$ cat config.mk
export PLATFORM = sky130hd
export DESIGN_NAME = wb_arbiter
export DESIGN_NICKNAME = d
export VERILOG_FILES = /design/src/rtl/wb_arbiter.sv
export SDC_FILE = /design/constraint.sdc
export NUM_CORES = 1
export LEC_CHECK = 0
export CORE_AREA = 4 4 121 123
export CTS_CLUSTER_SIZE = 24
export DETAILED_ROUTE_END_ITERATION = 12
export DIE_AREA = 0 0 125 127
export HOLD_SLACK_MARGIN = 0.05
export PLACE_DENSITY_LB_ADDON = 0.05
export REMOVE_ABC_BUFFERS = 1
export SYNTH_ARGS = -nofsm -noshare
export SYNTH_HDL_FRONTEND = slang
export SYNTH_SLANG_ARGS = --single-unit
$ cat constraint.sdc
create_clock -name clock -period 3.8 [get_ports clock]
set_clock_uncertainty 0.05 [all_clocks]
set_input_delay 0.38 -clock clock [delete_from_list [all_inputs] [get_ports clock]]
set_output_delay 0.38 -clock clock [all_outputs]
set_load 0.01 [all_outputs]
$ cat src/rtl/wb_arbiter.sv
// Two-master, one-slave Wishbone arbiter with round-robin tie-break,
// locked-cycle ownership and a stalled-strobe bus-error timeout.
module wb_arbiter #(
  parameter int unsigned addr_width     = 32,
  parameter int unsigned data_width     = 32,
  parameter int unsigned timeout_cycles = 255
) (
  input  logic                      clock,
  input  logic                      reset,
  input  logic [addr_width-1:0]     m0_adr,
  input  logic [data_width-1:0]     m0_datwr,
  input  logic [data_width/8-1:0]   m0_sel,
  input  logic                      m0_we,
  input  logic                      m0_stb,
  input  logic                      m0_cyc,
  output logic [data_width-1:0]     m0_datrd,
  output logic                      m0_ack,
  output logic                      m0_err,
  input  logic [addr_width-1:0]     m1_adr,
  input  logic [data_width-1:0]     m1_datwr,
  input  logic [data_width/8-1:0]   m1_sel,
  input  logic                      m1_we,
  input  logic                      m1_stb,
  input  logic                      m1_cyc,
  output logic [data_width-1:0]     m1_datrd,
  output logic                      m1_ack,
  output logic                      m1_err,
  output logic [addr_width-1:0]     s_adr,
  output logic [data_width-1:0]     s_datwr,
  output logic [data_width/8-1:0]   s_sel,
  output logic                      s_we,
  output logic                      s_stb,
  output logic                      s_cyc,
  input  logic [data_width-1:0]     s_datrd,
  input  logic                      s_ack,
  output logic [1:0]                grant
);

  localparam int unsigned CNT_W = 8;
  localparam logic [CNT_W-1:0] STALL_LIMIT = CNT_W'(timeout_cycles - 1);

  typedef enum logic [1:0] {
    IDLE = 2'd0,
    OWN0 = 2'd1,
    OWN1 = 2'd2
  } state_e;

  state_e           state_q, state_d;
  logic             last_owner_q, last_owner_d;  // 0 = m0, 1 = m1
  logic [CNT_W-1:0] stall_q, stall_d;
  logic             own_stb_c;
  logic             timeout_c;

  always_ff @(posedge clock or negedge reset) begin
    if (!reset) begin
      state_q      <= IDLE;
      last_owner_q <= 1'b1;
      stall_q      <= '0;
    end else begin
      state_q      <= state_d;
      last_owner_q <= last_owner_d;
      stall_q      <= stall_d;
    end
  end

  assign own_stb_c = (state_q == OWN0) ? m0_stb :
                     (state_q == OWN1) ? m1_stb : 1'b0;
  assign timeout_c = own_stb_c && !s_ack && (stall_q == STALL_LIMIT);
  assign grant     = {state_q == OWN1, state_q == OWN0};

  // Ownership only changes via IDLE, so two owners are always one cycle apart.
  always_comb begin
    state_d      = state_q;
    last_owner_d = last_owner_q;
    case (state_q)
      IDLE: begin
        if (m0_cyc && m1_cyc) state_d = last_owner_q ? OWN0 : OWN1;
        else if (m0_cyc)      state_d = OWN0;
        else if (m1_cyc)      state_d = OWN1;
      end
      OWN0: begin
        if (!m0_cyc) begin
          state_d      = IDLE;
          last_owner_d = 1'b0;
        end
      end
      OWN1: begin
        if (!m1_cyc) begin
          state_d      = IDLE;
          last_owner_d = 1'b1;
        end
      end
      default: state_d = IDLE;
    endcase
  end

  always_comb begin
    stall_d = stall_q;
    if (state_q == IDLE || state_d == IDLE || !own_stb_c || s_ack || timeout_c)
      stall_d = '0;
    else
      stall_d = stall_q + CNT_W'(1);
  end

  // Request/response steering; the timeout cycle suppresses the strobe.
  always_comb begin
    s_adr    = '0;
    s_datwr  = '0;
    s_sel    = '0;
    s_we     = 1'b0;
    s_stb    = 1'b0;
    s_cyc    = 1'b0;
    m0_datrd = '0;
    m0_ack   = 1'b0;
    m0_err   = 1'b0;
    m1_datrd = '0;
    m1_ack   = 1'b0;
    m1_err   = 1'b0;
    case (state_q)
      OWN0: begin
        s_adr    = m0_adr;
        s_datwr  = m0_datwr;
        s_sel    = m0_sel;
        s_we     = m0_we;
        s_stb    = m0_stb && !timeout_c;
        s_cyc    = m0_cyc;
        m0_datrd = s_datrd;
        m0_ack   = s_ack;
        m0_err   = timeout_c;
      end
      OWN1: begin
        s_adr    = m1_adr;
        s_datwr  = m1_datwr;
        s_sel    = m1_sel;
        s_we     = m1_we;
        s_stb    = m1_stb && !timeout_c;
        s_cyc    = m1_cyc;
        m1_datrd = s_datrd;
        m1_ack   = s_ack;
        m1_err   = timeout_c;
      end
      default: ;
    endcase
  end

endmodule

Fig. 1: run 1, M1 wires
Scale bar: 50 um.
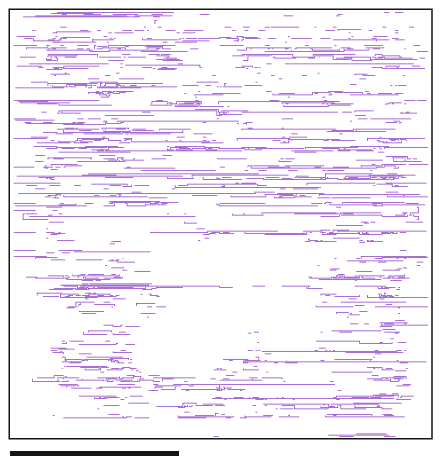
nets with wire on the layer: 671
longest straight run: 70.4 um
met1 Use GR: 21.77%
Post-Route WL: 16.00 mm
vias after detailed routing: 3,378

Fig. 2: run 1, metal 2
Scale bar: 50 um. Cells faint in the background.
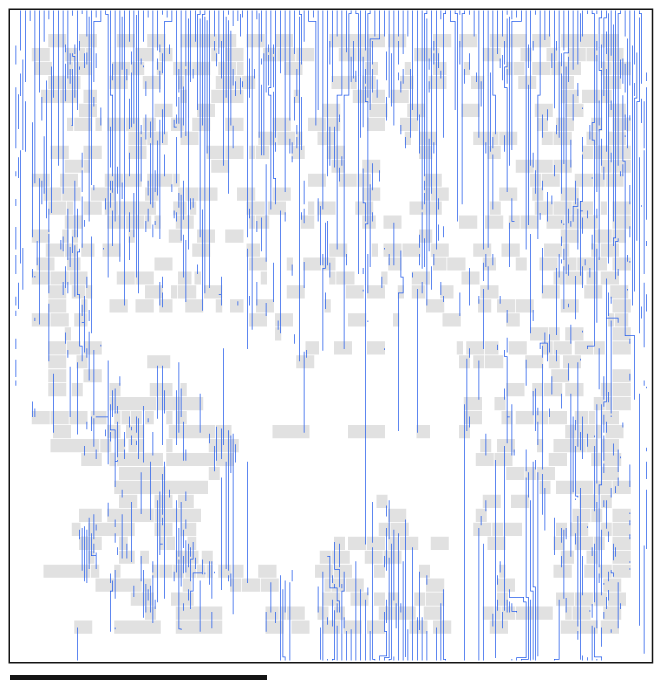
longest straight run: 67.0 um
main direction: vertical
GR Layer Usage met2: 32.90%

Fig. 3: run 1, signal wires on met3
Scale bar: 50 um. Cells faint in the background.
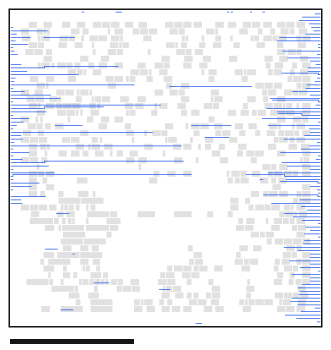
main direction: horizontal
longest straight run: 71.8 um
nets with wire on the layer: 154
GR Util met3: 7.107%

==> results.txt, run 1 <==
Status = complete, no violations
Latency at later pin = 0.24 ns
CP Launch Type = register
Flops after synth = 11
GP Congestion = 0.9229
Init Core Util = 15.10%
DRT met1 WL = 6.086 mm
Simple-gate share of the synthesized area = 41.48%
Slew @ Worst Pin = 0.5425 ns
Top Layer Used = met4
Final WS setup = 0.7096 ns
DIE AREA = 15,880 um2
Clk slew on worst S/H paths = 0.04 ns
Total GRT Usage = 18.73%
XOR/XNOR Fraction of Synth Area = 1.273%
Yosys top cell by area = a22oi_1
Final setup viols = 0
Hold bufs inserted after CTS = 0
Setup crit end = s_datwr[8]
Tap Count = 180
Crit path cell chain = inv_1 -> ha_4 -> buf_4 -> a22oi_1 -> nor2_1 -> clkdlybuf4s50_1
Synth top cells by count = 72 x nor2_1, 69 x a22oi_1, 68 x and2_1
Overall power = 0.002651 W
Stage-log warning count = 29
Post-CTS Setup Inserts = 0
Detailed-route DRC error count = 0
Netlist Area Pre-Place = 2063 um2
Post-route cell area = 5483 um2
RSZ-0062 raised after global routing = no
Placed Area = 5399 um2
Clock buffer count = 4
Fill count = 1,409
Nets@finish = 783
Synth Seq Share = 13.40%
Final Cycle Share = 81.33%
Setup slack, reg-to-reg = 1.60 ns
Clock sink total = 11
Leak = 1.961 nW
Crit path kind = reg -> out
Mux share = 1.031%
Largest Register = stall_q
==> run 2, diff against run 1 <==
--- a/config.mk
+++ b/config.mk
@@ -5,10 +5,10 @@
 export SDC_FILE = /design/constraint.sdc
 export NUM_CORES = 1
 export LEC_CHECK = 0
-export CORE_AREA = 4 4 121 123
+export CORE_AREA = 4 4 122 124
 export CTS_CLUSTER_SIZE = 24
 export DETAILED_ROUTE_END_ITERATION = 12
-export DIE_AREA = 0 0 125 127
+export DIE_AREA = 0 0 126 128
 export HOLD_SLACK_MARGIN = 0.05
 export PLACE_DENSITY_LB_ADDON = 0.05
 export REMOVE_ABC_BUFFERS = 1
==> constraint.sdc (replaced) <==
create_clock -name clock -period 3.2 [get_ports clock]
set_clock_uncertainty 0.05 [all_clocks]
set_input_delay 0.32 -clock clock [delete_from_list [all_inputs] [get_ports clock]]
set_output_delay 0.32 -clock clock [all_outputs]
set_load 0.01 [all_outputs]
==> results.txt, run 2 <==
Clock sink total = 11 (unchanged)
Setup crit end = s_stb
Clk slew on worst S/H paths = 0.04 ns (about the same)
Post-CTS Setup Inserts = 0 (unchanged)
Hold bufs inserted after CTS = 0 (unchanged)
Final setup viols = 0 (unchanged)
Tap Count = 180 (unchanged)
Gr ovfl total = 0
Total GRT Usage = 17.94% (-0.79 points)
Max FFs per register = 8
Reg2reg end = stall_q[0]$_DFF_PN0_
CP Launch Type = register
Top cells by area = a22oi_1 25%, and2_1 21%, nor2_1 13%, dfrtp_1 12%, ha_1 3.6%
Top Layer Used = met5
Yosys top cell by area = a22oi_1
Final WS setup = 0.3658 ns (-0.3438 ns)
DRT met1 WL = 5.755 mm (-5.4%)
Overall power = 0.003178 W (+20%)
Synth Seq Share = 13.40% (unchanged)
Leak = 1.969 nW (+0.40%)
RSZ-0062 raised after global routing = no
IO Count = 318
GP Congestion = 0.8901 (-3.6%)
Largest regs = stall_q x8, state_q x2, last_owner_q x1
Setup slack, reg-to-reg = 1.13 ns (-0.47 ns)
Final Cycle Share = 88.57%
Placed Area = 5419 um2 (+0.37%)
HP Class = in -> async
Crit path cell chain = inv_1 -> ha_4 -> and4bb_4 -> or2_1 -> a211oi_1 -> clkdlybuf4s50_1
Mux share = 1.031% (unchanged)
Latency at later pin = 0.24 ns (about the same)
Synth top cells by count = 72 x nor2_1, 69 x a22oi_1, 68 x and2_1
Crit path kind = reg -> out
Fill count = 1,398 (-0.78%)
Status = complete, no violations
Busiest grt layer = met2
Post-route cell area = 5508 um2 (+0.46%)
Stage-log warning count = 32 (+10%)
Init Core Util = 14.98% (-0.12 points)
DIE AREA = 16,130 um2 (+1.6%)
XOR/XNOR Fraction of Synth Area = 1.273% (unchanged)
Simple-gate share of the synthesized area = 41.48% (unchanged)
Largest net degree at the start of global routing = 108
Clock buffer count = 4 (unchanged)
Largest Register = stall_q
Netlist Area Pre-Place = 2063 um2 (unchanged)
Met1 Use GR = 19.37% (-2.4 points)
Hold Vio Cnt, Final = 0
Cell Type Count = 36
Post-Synth Adder-Cell Area = 3.639%
Fig. 4: run 2, metal 2
Scale bar: 50 um. Cells faint in the background.
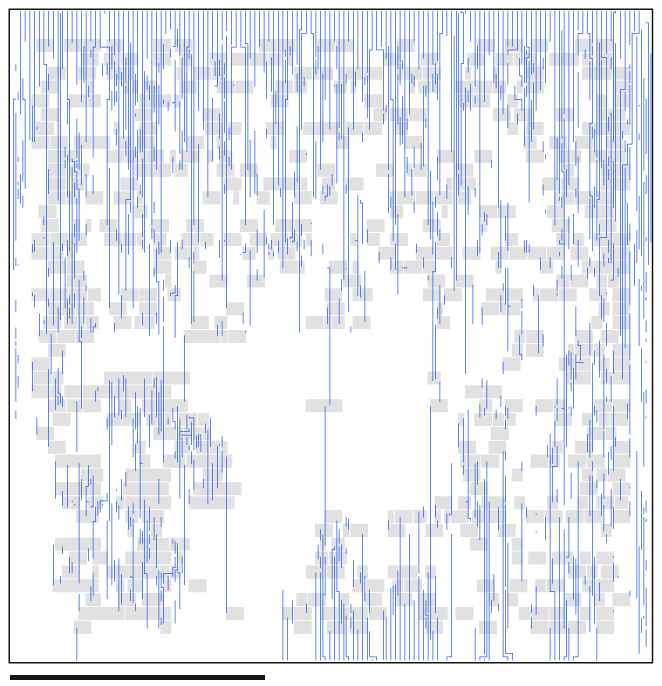
share of all routed wire: 51%
main direction: vertical
longest straight run: 65.4 um
GR Layer Usage met2: 32.24%
Post-Route WL: 15.96 mm
vias after detailed routing: 3,456

Fig. 5: run 2, signal wires on met3
Scale bar: 50 um. Cells faint in the background.
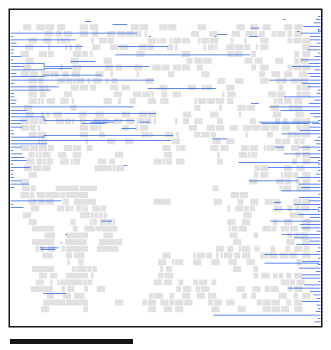
nets with wire on the layer: 159
wire length on this layer: 1,630 um
share of all routed wire: 10%
GR Util met3: 7.042%

==> run 3, diff against run 2 <==
--- a/config.mk
+++ b/config.mk
@@ -5,10 +5,10 @@
 export SDC_FILE = /design/constraint.sdc
 export NUM_CORES = 1
 export LEC_CHECK = 0
-export CORE_AREA = 4 4 122 124
+export CORE_AREA = 4 4 120 122
 export CTS_CLUSTER_SIZE = 24
 export DETAILED_ROUTE_END_ITERATION = 12
-export DIE_AREA = 0 0 126 128
+export DIE_AREA = 0 0 124 126
 export HOLD_SLACK_MARGIN = 0.05
 export PLACE_DENSITY_LB_ADDON = 0.05
 export REMOVE_ABC_BUFFERS = 1
==> constraint.sdc (replaced) <==
create_clock -name clock -period 2.28 [get_ports clock]
set_clock_uncertainty 0.05 [all_clocks]
set_input_delay 0.228 -clock clock [delete_from_list [all_inputs] [get_ports clock]]
set_output_delay 0.228 -clock clock [all_outputs]
set_load 0.01 [all_outputs]
==> results.txt, run 3 <==
Largest regs = stall_q x8, state_q x2, last_owner_q x1
Busiest grt layer = met2
Final Cycle Share = 96.43%
Setup crit end = m1_datrd[29]
Overall power = 0.005092 W (+60%)
Largest net degree at the start of global routing = 45 (-58%)
Init Core Util = 15.64% (+0.66 points)
Simple-gate share of the synthesized area = 41.48% (unchanged)
Synth top cells by count = 72 x nor2_1, 69 x a22oi_1, 68 x and2_1
Reg2reg end = last_owner_q$_DFFE_PN1P_
Top cells by area = a22oi_1 25%, and2_1 21%, nor2_1 13%, dfrtp_1 12%, ha_1 3.6%
Yosys top cell by area = a22oi_1
GR Util met3 = 7.937% (+0.90 points)
XOR/XNOR Fraction of Synth Area = 1.273% (unchanged)
Leak = 2.880 nW (+46%)
Stage-log warning count = 30 (-6.3%)
Max FFs per register = 8 (unchanged)
Final WS setup = 0.08132 ns (-0.2845 ns)
Hold bufs inserted after CTS = 0 (unchanged)
Synth Seq Share = 13.40% (unchanged)
Total GRT Usage = 19.45% (+1.5 points)
HP Class = in -> async
Tap Count = 176 (-2.2%)
Crit path cell chain = buf_4 -> ha_4 -> buf_12 -> buf_16 -> and2_1 -> clkdlybuf4s50_1
Post-route cell area = 5922 um2 (+7.5%)
Latency at later pin = 0.23 ns (about the same)
Crit path kind = reg -> out
Post-Synth Adder-Cell Area = 3.639% (unchanged)
Status = complete, no violations
GP Congestion = 0.8455 (-5.0%)
Largest Register = stall_q
Clock buffer count = 4 (unchanged)
Gr ovfl total = 0 (unchanged)
Mux share = 1.031% (unchanged)
Fig. 6: run 3, metal 2
Scale bar: 20 um. Cells faint in the background.
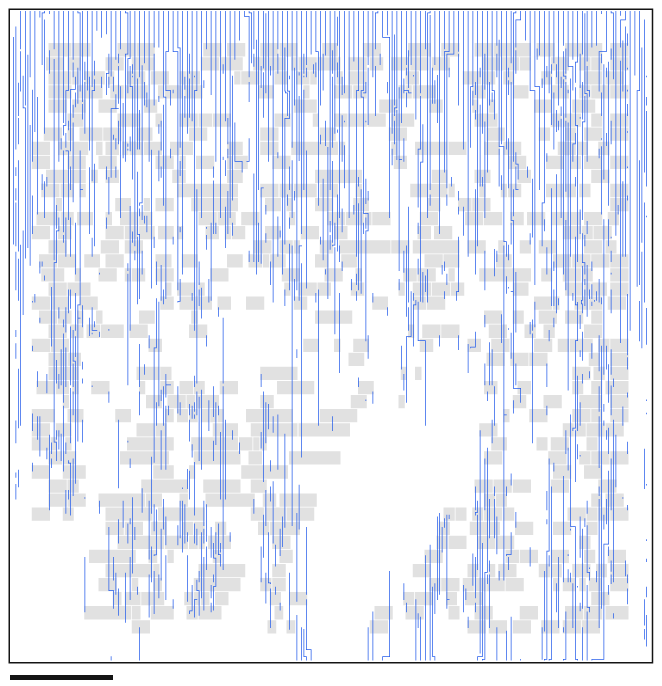
wire length on this layer: 8,790 um
main direction: vertical
nets with wire on the layer: 692
share of all routed wire: 51%
GR Layer Usage met2: 35.57%
Post-Route WL: 17.33 mm

Fig. 7: run 3, the metal 4 layer
Scale bar: 20 um.
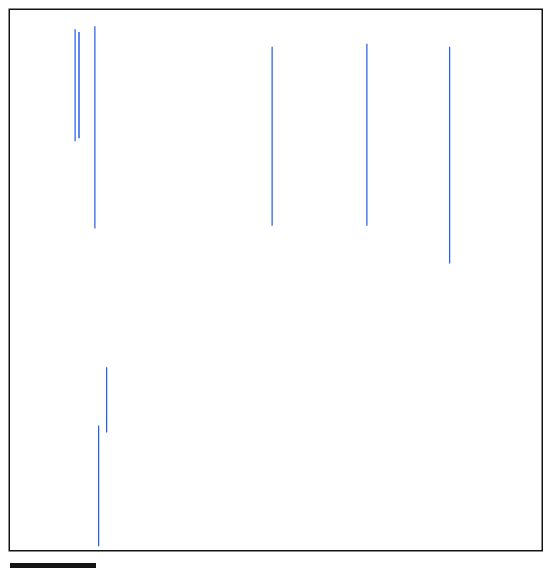
longest straight run: 50.3 um
main direction: vertical
vias after detailed routing: 3,563

Power is estimated from default activity; no workload was simulated.
